File: src/rtl/uart_tx_queue_pkg.sv
// Shared constants for the UART transmit queue: feeder FSM encodings
// and UART control/status register bit positions.
package uart_tx_queue_pkg;

    localparam logic [2:0] S_IDLE = 3'd0;
    localparam logic [2:0] S_REQ  = 3'd1;
    localparam logic [2:0] S_BUSY = 3'd2;
    localparam logic [2:0] S_REL  = 3'd3;
    localparam logic [2:0] S_GAP  = 3'd4;

    localparam int UART_EN_BIT    = 0;
    localparam int UART_STRTX_BIT = 1;
    localparam int UART_TBUSY_BIT = 2;
    localparam int UART_RXNE_BIT  = 3;

endpackage

File: src/rtl/uart_tx_queue_if.sv
// Push/pop/status bundle between the queue controller and its FIFO.
interface uart_tx_queue_if #(
    parameter int W  = 8,
    parameter int AW = 4
);
    logic          push;
    logic          pop;
    logic          flush;
    logic [W-1:0]  wdata;
    logic [W-1:0]  rdata;
    logic          full;
    logic          empty;
    logic [AW:0]   count;

    modport master (
        output push, pop, flush, wdata,
        input  rdata, full, empty, count
    );

    modport slave (
        input  push, pop, flush, wdata,
        output rdata, full, empty, count
    );
endinterface

File: src/rtl/uart_tx_queue_sync_fifo.sv
// Circular FIFO with registered full/empty flags and a synchronous flush.
module sync_fifo #(
    parameter int W     = 8,
    parameter int DEPTH = 16,
    parameter int AW    = 4
) (
    input  logic           clk_i,
    input  logic           rst_ni,
    uart_tx_queue_if.slave fif
);

    localparam logic [AW:0] FULL_CNT = (AW+1)'(DEPTH);

    logic [W-1:0]  mem_q [DEPTH];
    logic [AW-1:0] wp_q, wp_d;
    logic [AW-1:0] rp_q, rp_d;
    logic [AW:0]   cnt_q, cnt_d;
    logic          full_q, full_d;
    logic          empty_q, empty_d;
    logic          do_push, do_pop;

    assign do_push = fif.push & ~full_q & ~fif.flush;
    assign do_pop  = fif.pop & ~empty_q & ~fif.flush;

    always_comb begin
        wp_d  = wp_q;
        rp_d  = rp_q;
        cnt_d = cnt_q;
        if (fif.flush) begin
            wp_d  = '0;
            rp_d  = '0;
            cnt_d = '0;
        end else begin
            if (do_push) wp_d = wp_q + 1'b1;
            if (do_pop)  rp_d = rp_q + 1'b1;
            case ({do_push, do_pop})
                2'b10:   cnt_d = cnt_q + 1'b1;
                2'b01:   cnt_d = cnt_q - 1'b1;
                default: cnt_d = cnt_q;
            endcase
        end
        full_d  = (cnt_d == FULL_CNT);
        empty_d = (cnt_d == '0);
    end

    always_ff @(posedge clk_i) begin
        if (!rst_ni) begin
            wp_q    <= '0;
            rp_q    <= '0;
            cnt_q   <= '0;
            full_q  <= 1'b0;
            empty_q <= 1'b1;
        end else begin
            wp_q    <= wp_d;
            rp_q    <= rp_d;
            cnt_q   <= cnt_d;
            full_q  <= full_d;
            empty_q <= empty_d;
        end
    end

    always_ff @(posedge clk_i) begin
        if (do_push) mem_q[wp_q] <= fif.wdata;
    end

    assign fif.rdata = mem_q[rp_q];
    assign fif.full  = full_q;
    assign fif.empty = empty_q;
    assign fif.count = cnt_q;

endmodule

File: src/rtl/uart_tx_queue.sv
// Byte queue in front of a UART transmitter; a feeder FSM hands one
// byte at a time to the UART using its start/busy handshake.
module uart_tx_queue
    import uart_tx_queue_pkg::*;
#(
    parameter int DEPTH = 16,
    parameter int AW    = 4
) (
    input  logic        i_clk,
    input  logic        i_rst,
    input  logic        i_en,
    input  logic        i_wr_en,
    input  logic [7:0]  i_wr_data,
    input  logic        i_ovf_clr,
    input  logic        i_busy_tx,
    output logic        o_str_tx,
    output logic [7:0]  o_data_tx,
    output logic        o_full,
    output logic        o_empty,
    output logic [AW:0] o_count,
    output logic        o_ovf,
    output logic        o_sent
);

    uart_tx_queue_if #(.W(8), .AW(AW)) fif ();

    sync_fifo #(
        .W     (8),
        .DEPTH (DEPTH),
        .AW    (AW)
    ) u_fifo (
        .clk_i  (i_clk),
        .rst_ni (i_rst),
        .fif    (fif.slave)
    );

    logic [2:0] state_q, state_d;
    logic       str_q, str_d;
    logic [7:0] data_q, data_d;
    logic       sent_q, sent_d;
    logic       ovf_q, ovf_d;
    logic       drop;

    assign fif.flush = ~i_en;
    assign fif.push  = i_en & i_wr_en;
    assign fif.wdata = i_wr_data;
    assign fif.pop   = i_en & (state_q == S_REL);

    // Full is the registered flag, so a pop in the same cycle cannot rescue a write.
    assign drop = i_en & i_wr_en & fif.full;

    always_comb begin
        if (drop)           ovf_d = 1'b1;
        else if (i_ovf_clr) ovf_d = 1'b0;
        else                ovf_d = ovf_q;
    end

    always_comb begin
        state_d = state_q;
        str_d   = str_q;
        data_d  = data_q;
        sent_d  = 1'b0;
        if (!i_en) begin
            state_d = S_IDLE;
            str_d   = 1'b0;
        end else begin
            case (state_q)
                S_IDLE: begin
                    if (!fif.empty) begin
                        data_d  = fif.rdata;
                        str_d   = 1'b1;
                        state_d = S_REQ;
                    end
                end
                S_REQ: begin
                    if (i_busy_tx) state_d = S_BUSY;
                end
                S_BUSY: begin
                    if (!i_busy_tx) begin
                        state_d = S_REL;
                        str_d   = 1'b0;
                        sent_d  = 1'b1;
                    end
                end
                S_REL:   state_d = S_GAP;
                S_GAP:   state_d = S_IDLE;
                default: begin
                    state_d = S_IDLE;
                    str_d   = 1'b0;
                end
            endcase
        end
    end

    always_ff @(posedge i_clk) begin
        if (!i_rst) begin
            state_q <= S_IDLE;
            str_q   <= 1'b0;
            data_q  <= 8'h00;
            sent_q  <= 1'b0;
            ovf_q   <= 1'b0;
        end else begin
            state_q <= state_d;
            str_q   <= str_d;
            data_q  <= data_d;
            sent_q  <= sent_d;
            ovf_q   <= ovf_d;
        end
    end

    assign o_str_tx  = str_q;
    assign o_data_tx = data_q;
    assign o_sent    = sent_q;
    assign o_ovf     = ovf_q;
    assign o_full    = fif.full;
    assign o_empty   = fif.empty;
    assign o_count   = fif.count;

endmodule

File: config.mk
export PLATFORM = sky130hd
export DESIGN_NAME = uart_tx_queue
export DESIGN_NICKNAME = d
export VERILOG_FILES = /design/src/rtl/uart_tx_queue_pkg.sv /design/src/rtl/uart_tx_queue_if.sv /design/src/rtl/uart_tx_queue_sync_fifo.sv /design/src/rtl/uart_tx_queue.sv
export SDC_FILE = /design/constraint.sdc
export NUM_CORES = 1
export LEC_CHECK = 0
export CELL_PAD_IN_SITES_DETAIL_PLACEMENT = 1
export CELL_PAD_IN_SITES_GLOBAL_PLACEMENT = 2
export CORE_ASPECT_RATIO = 0.5
export CORE_MARGIN = 5
export CORE_UTILIZATION = 40
export CTS_BUF_LIST = sky130_fd_sc_hd__clkbuf_2 sky130_fd_sc_hd__clkbuf_4 sky130_fd_sc_hd__clkbuf_8
export CTS_CLUSTER_SIZE = 25
export DETAILED_ROUTE_END_ITERATION = 16
export PLACE_DENSITY_LB_ADDON = 0.1
export SYNTH_ARGS = -nofsm -noshare
export SYNTH_HDL_FRONTEND = slang
export SYNTH_SLANG_ARGS = --single-unit
File: constraint.sdc
create_clock -name i_clk -period 6.2 [get_ports i_clk]
set_input_delay 1.24 -clock i_clk [delete_from_list [all_inputs] [get_ports i_clk]]
set_output_delay 1.24 -clock i_clk [all_outputs]
set_load 0.02 [all_outputs]
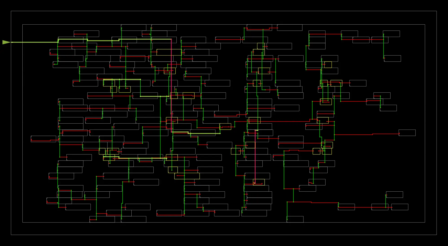
Fig. 1. The clock network (run 1).
CLK BUF: 17
clock sinks: 157
Fin Clk Skew: 0.0170 ns
Flop Count: 157

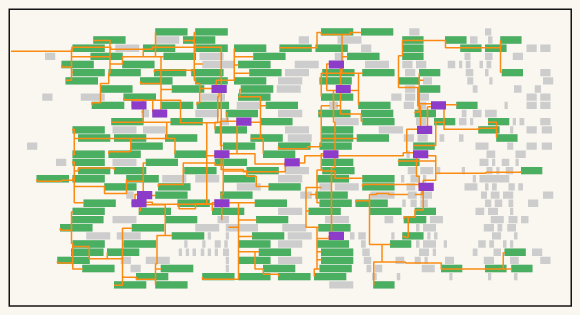
Fig. 2. Clock network drawn from the DEF (run 1).
(3 px per um)
legend:
  green:
    item: flip-flops
    count: 157
  purple:
    item: cells driving clock nets
    count: 17
  orange:
    item: clock wires
    length: 1880 um
routed clock nets: 18
Latency at later pin: 0.44 ns
Clk pwr share: 39.6%

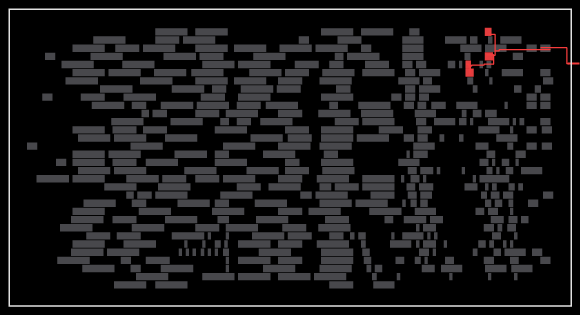
Fig. 3. Wires at chosen ports, followed through buffers (run 1).
(3 px per um)
legend:
  red:
    port: `i_busy_tx`
    bits: 1
    direction: input
    edge: right
    end_cells: 4
    buffers: 1
    wire: 61.0 um
port buffer count: 31
io pins: 32

==> run summary, run 1 <==
run metrics: fraction of layout cells with a size suffix above 1=20.4%, R2R cell count=9, net count after synthesis=366, H-tree levels=4, Pre-antenna DRT Iters=4, top cells by count=edfxtp_1 (128), mux4_2 (40), nor2_1 (31), dpl hpwl=8970 um, ys flops=157, Setup crit end kind=flop, most common cell in the netlist=edfxtp_1, pin count of the biggest net entering global routing=36, CP Depth=10, placed inst area=6770 sq um, die height=98.4 um, clk slew on worst S/H paths=0.09 ns, yosys synthesis warning count=0, Max FO, Critical Path=6, post-route cell area=7180 sq um, kind of critical path=in2reg, CTS Buffer Depth=2, Avg Cell Area, Syn=18.1 sq um, # diodes=0, yosys stat area=6250 sq um, Comb power frac=2.6%, root buf cell=clkbuf_8, Tcrit/Tclk final=64.2%, pins over their slew limit=0, required time worst endpoint=6.53 ns, first-pass GRT wire length=20700 um, synth-to-layout area growth=14.8%, worst hold path class=reg2reg, Yosys top cell by area=edfxtp_1, final setup fails=0, P_sw=0.449 mW, CP Buf/Inv Count=1, DRT iter0 DRCs=183, Hold Fails Final Rpt=0, Post-Syn Area=6250 sq um, biggest area cells=edfxtp_1 (61%), mux4_2 (14%), dfxtp_1 (9.3%), WL per Instance=22.1 um, post-CTS setup buffer count=0, Resized Gates After CTS=0, number of logged tool warnings=29, Slowest-stage cell, CP=clkdlybuf4s50_1, Inserted Clock Buffers=17, crit path DAT=4.31 ns, Static Leak=2.22 nW, Core Util at FP=40.7%, Worst Setup SP=i_en, Flop pwr share=57.7%, initial antenna violation count=0, outcome=complete, no violations, Core Area=15400 sq um, gp weighted congestion=0.739, Worst R2R End=u_fifo.fif.full, r2r startpoint=state_q[2], asr flop ratio synth=0%, hold path startpoint=o_data_tx[5], crit path cell chain=clkdlybuf4s50_1, or3b_4, or3_1, xnor2_1, ha_1, o41ai_1, nor4_1, a2111oi_4, xnor2_1, and4bb_1, Int Power=1.54 mW, WHS Path Cells=1
run 1: sequential cells by signal, indices dropped and copies added (netlist names):
signal and flops:
u_fifo.mem_q 128, o_data_tx 8, u_fifo.fif.count 5, u_fifo.rp_q 4, u_fifo.wp_q 4, state_q 3
o_ovf 1, o_sent 1, o_str_tx 1, u_fifo.fif.empty 1, u_fifo.fif.full 1
run 1: per-stage QoR:
stage | util (%) | cells | setup WS (ns) | total power [mW] | hold WS (ns)
global route | 46.7 | 597 | 2.01 | 2.06 | 0.522
detailed placement | 44.0 | 566 | 1.80 | 1.22 | 0.461
finish | 46.7 | 597 | 2.22 | 1.98 | 0.476
floorplan | - | 345 | 2.58 | 1.19 | 0.501
global placement | 44.0 | 566 | 1.84 | 1.22 | 0.456
CTS | 46.7 | 597 | 2.25 | 2.01 | 0.479
run 1: layer usage:
metal	up-vias	GRT usage, %	part of all wire [%]
li1	1444	-	-
met1	1660	21.3	48
met4	0	5.05	1.0
met5	-	0	0
met2	71	22.8	46
met3	8	4.60	5.4
run 1: cell families (layout without fill, tap and decap cells):
kind of cell | count (synthesis) | in the layout | share of synthesized area [%]
DFF | 157 | 157 | 70.7
and+or+nand+nor | 70 | 70 | 5.30
muxes | 45 | 45 | 15.2
AOI/OAI and AO/OA | 31 | 31 | 4.14
buffers and inverters | 25 | 73 | 1.80
xor gates and xnor gates | 10 | 10 | 1.40
adders and majority gates | 7 | 7 | 1.40
run 1: cell usage in the layout (no fill, tap or decap), drive strengths merged, types with 2 or more instances in the layout:
cell type | netlist | layout
clkinvlp | 0 | 2
dfxtp | 29 | 29
mux4 | 40 | 40
bufinv | 0 | 2
a21oi | 4 | 4
a32o | 8 | 8
nand3 | 2 | 2
clkbuf | 13 | 17
nor2 | 31 | 31
nor4 | 2 | 2
o21bai | 2 | 2
buf | 7 | 6
mux2i | 5 | 5
ha | 7 | 7
o31a | 2 | 2
nor3 | 8 | 8
xnor2 | 4 | 4
xor2 | 6 | 6
a21o | 2 | 2
nand4 | 2 | 2
clkdlybuf4s50 | 0 | 31
clkinv | 0 | 2
nand2 | 12 | 12
edfxtp | 128 | 128
nand2b | 5 | 5
a211oi | 2 | 2
inv | 5 | 13
o21ai | 4 | 4
nor2b | 2 | 2
run 1: power by group through the flow:
stage | combinational (mW) | sequential [mW] | clock, mW
after global placement | 0.0502 | 1.17 | 0
after CTS | 0.0534 | 1.15 | 0.807
final | 0.0525 | 1.14 | 0.787
after floorplan | 0.0195 | 1.17 | 0
after global routing | 0.0582 | 1.15 | 0.860
after detailed placement | 0.0530 | 1.17 | 0
run 1: layout make-up:
class / count / area (sq um) / share of cell area [%]
inverters: 5 / 18.8 / 0.261
well taps: 204 / 255 / 3.56
clock inverters: 14 / 173 / 2.41
multi-input cells: 163 / 1720 / 23.9
clock buffers: 17 / 234 / 3.26
flip-flops and latches: 157 / 4430 / 61.7
repair buffers: 37 / 355 / 4.95
run 1: worst reg2reg max path: cells and delay by family, from the launching register on:
family | cells | cell delay, ns
adders and majority gates | 1 | 0.22
DFF | 1 | 0.39
xor gates and xnor gates | 2 | 0.39
AOI/OAI and AO/OA | 2 | 0.61
and+or+nand+nor | 4 | 1.33
## Run 2: what changed since run 1
==> constraint.sdc (replaced) <==
create_clock -name i_clk -period 3.32 [get_ports i_clk]
set_input_delay 0.664 -clock i_clk [delete_from_list [all_inputs] [get_ports i_clk]]
set_output_delay 0.664 -clock i_clk [all_outputs]
set_load 0.02 [all_outputs]
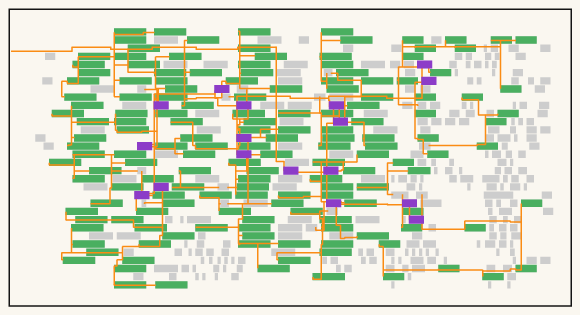
Fig. 4. Clock network drawn from the DEF (run 2).
(3 px per um)
legend:
  purple:
    item: cells driving clock nets
    count: 17
  green:
    item: flip-flops
    count: 157
  orange:
    item: clock wires
    length: 1810 um
flops lie: widely spread
routed clock nets: 18
Clk. pwr: 1.38 mW
Clk pwr share: 38.1%
Fin Clk Skew: 0.0266 ns

==> run summary, run 2 <==
run metrics: most common cell in the netlist=edfxtp_1, pre-CTS WS=-0.290 ns (-2.09 ns), Static Leak=2.35 nW (+5.8%), Finished Layout Cells=621 (+4.0%), aoi share=4.14% (unchanged), Simple-Gate Area Share=5.30% (unchanged), required time worst endpoint=3.70 ns (-2.83 ns), Top reg by flops=u_fifo.mem_q, gp weighted congestion=0.726 (-1.7%), Latency at later pin=0.44 ns (about the same), Final WS setup=0.120 ns (-2.10 ns), initial antenna violation count=0 (unchanged), R2R cell count=11 (+2), yosys stat area=6250 sq um (unchanged), Layout Utilization=47.8% (+1.1 points), CTS Buffer Depth=2 (unchanged), port buffer count=31 (unchanged), crit path DAT=3.58 ns (-0.73 ns), io pins=32 (unchanged), outcome=complete, no violations, biggest area cells=edfxtp_1 (61%), mux4_2 (14%), dfxtp_1 (9.3%), dominant logic cell types in the final layout=edfxtp_1 (128), mux4_2 (40), nor2_1 (31), clkdlybuf4s50_1 (31), Flop pwr share=59.1% (+1.4 points), # diodes=0 (unchanged), Pre-antenna DRT Iters=4 (unchanged), DRT iter0 DRCs=228 (+25%), most frequent logic cell in the layout=edfxtp_1, worst hold path class=reg2reg, Avg Cell Area, Syn=18.1 sq um (unchanged), Yosys top cell by area=edfxtp_1, Tcrit/Tclk final=96.4%, synth-to-layout area growth=17.5%, Core Area=15400 sq um (unchanged), MUX share of area=15.2% (unchanged), Post-Syn Area=6250 sq um (unchanged), first-pass GRT wire length=20800 um (+0.46%), number of logged tool warnings=29 (unchanged)
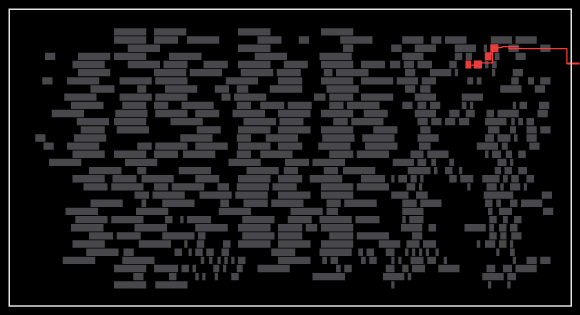
Fig. 5. Wires at chosen ports, followed through buffers (run 2).
(3 px per um)
legend:
  red:
    port: `i_busy_tx`
    bits: 1
    direction: input
    edge: right
    end_cells: 4
    buffers: 1
    wire: 50.1 um

run 2: cells by family after synthesis:
| kind of cell | after synthesis |
|---|---|
| adder cells (fa/ha/maj) | 7 |
| AND/OR/NAND/NOR | 70 |
| multiplexers | 45 |
| AND-OR/OR-AND | 31 |
| buffers and inverters | 25 |
| flip-flops | 157 |
| XOR/XNOR | 10 |
run 2: per-layer routing:
metal / share of wire, % / vias to the layer above / routed length (um) / global-route usage (%)
met5: 0 / - / 0 / 0
met2: 46 / 80 / 6120 / 23.6
met1: 48 / 1742 / 6340 / 21.1
li1: - / 1492 / - / -
met4: 0.29 / 0 / 38 / 3.41
met3: 5.4 / 2 / 708 / 4.00
run 2: final cells by class:
class,instances,area [sq um]
clock inverters,15,153
inverters,5,18.8
fillers,1460,8020
multi-input cells,163,1720
clock buffers,17,234
repair buffers,60,541
well taps,204,255
flip-flops and latches,157,4430
run 2: worst paths after layout:
kind,from,endpoint,slack (ns)
worst max-delay path,i_en,u_fifo.fif.full,0.12
worst min register to register,o_data_tx[3],o_data_tx[3],0.48
worst min-delay path,o_data_tx[3],o_data_tx[3],0.48
worst max register to register,state_q[2],u_fifo.fif.full,0.43
run 2: timing repair:
action / CTS / global route
endpoints found under the setup margin: 0 / 1
resized: 0 / 1
setup buffers: 0 / 1
run 2: per-stage QoR:
step	instance area [sq um]	total power [mW]
finish	7350	3.62
global route	7350	3.78
CTS	7340	3.67
floorplan	6250	2.22
detailed placement	6950	2.29
global placement	6950	2.28
run 2: worst max-delay path, stage by stage:
cell and delay (ns):
clkdlybuf4s50_1 0.50, or3b_4 0.39, or3_1 0.39, xnor2_1 0.16, ha_1 0.23, buf_4 0.14, a21oi_1 0.18, buf_4 0.15
nor2_1 0.03, mux2i_1 0.23, mux2i_1 0.29, and4bb_1 0.22
run 2: power groups by stage:
stage	combinational, mW	sequential, mW	clock (mW)
floorplan	0.0364	2.19	0
global placement	0.0979	2.18	0
detailed placement	0.103	2.18	0
CTS	0.104	2.14	1.43
global route	0.112	2.14	1.53
finish	0.102	2.14	1.38
Power and IR drop assume default switching activity.
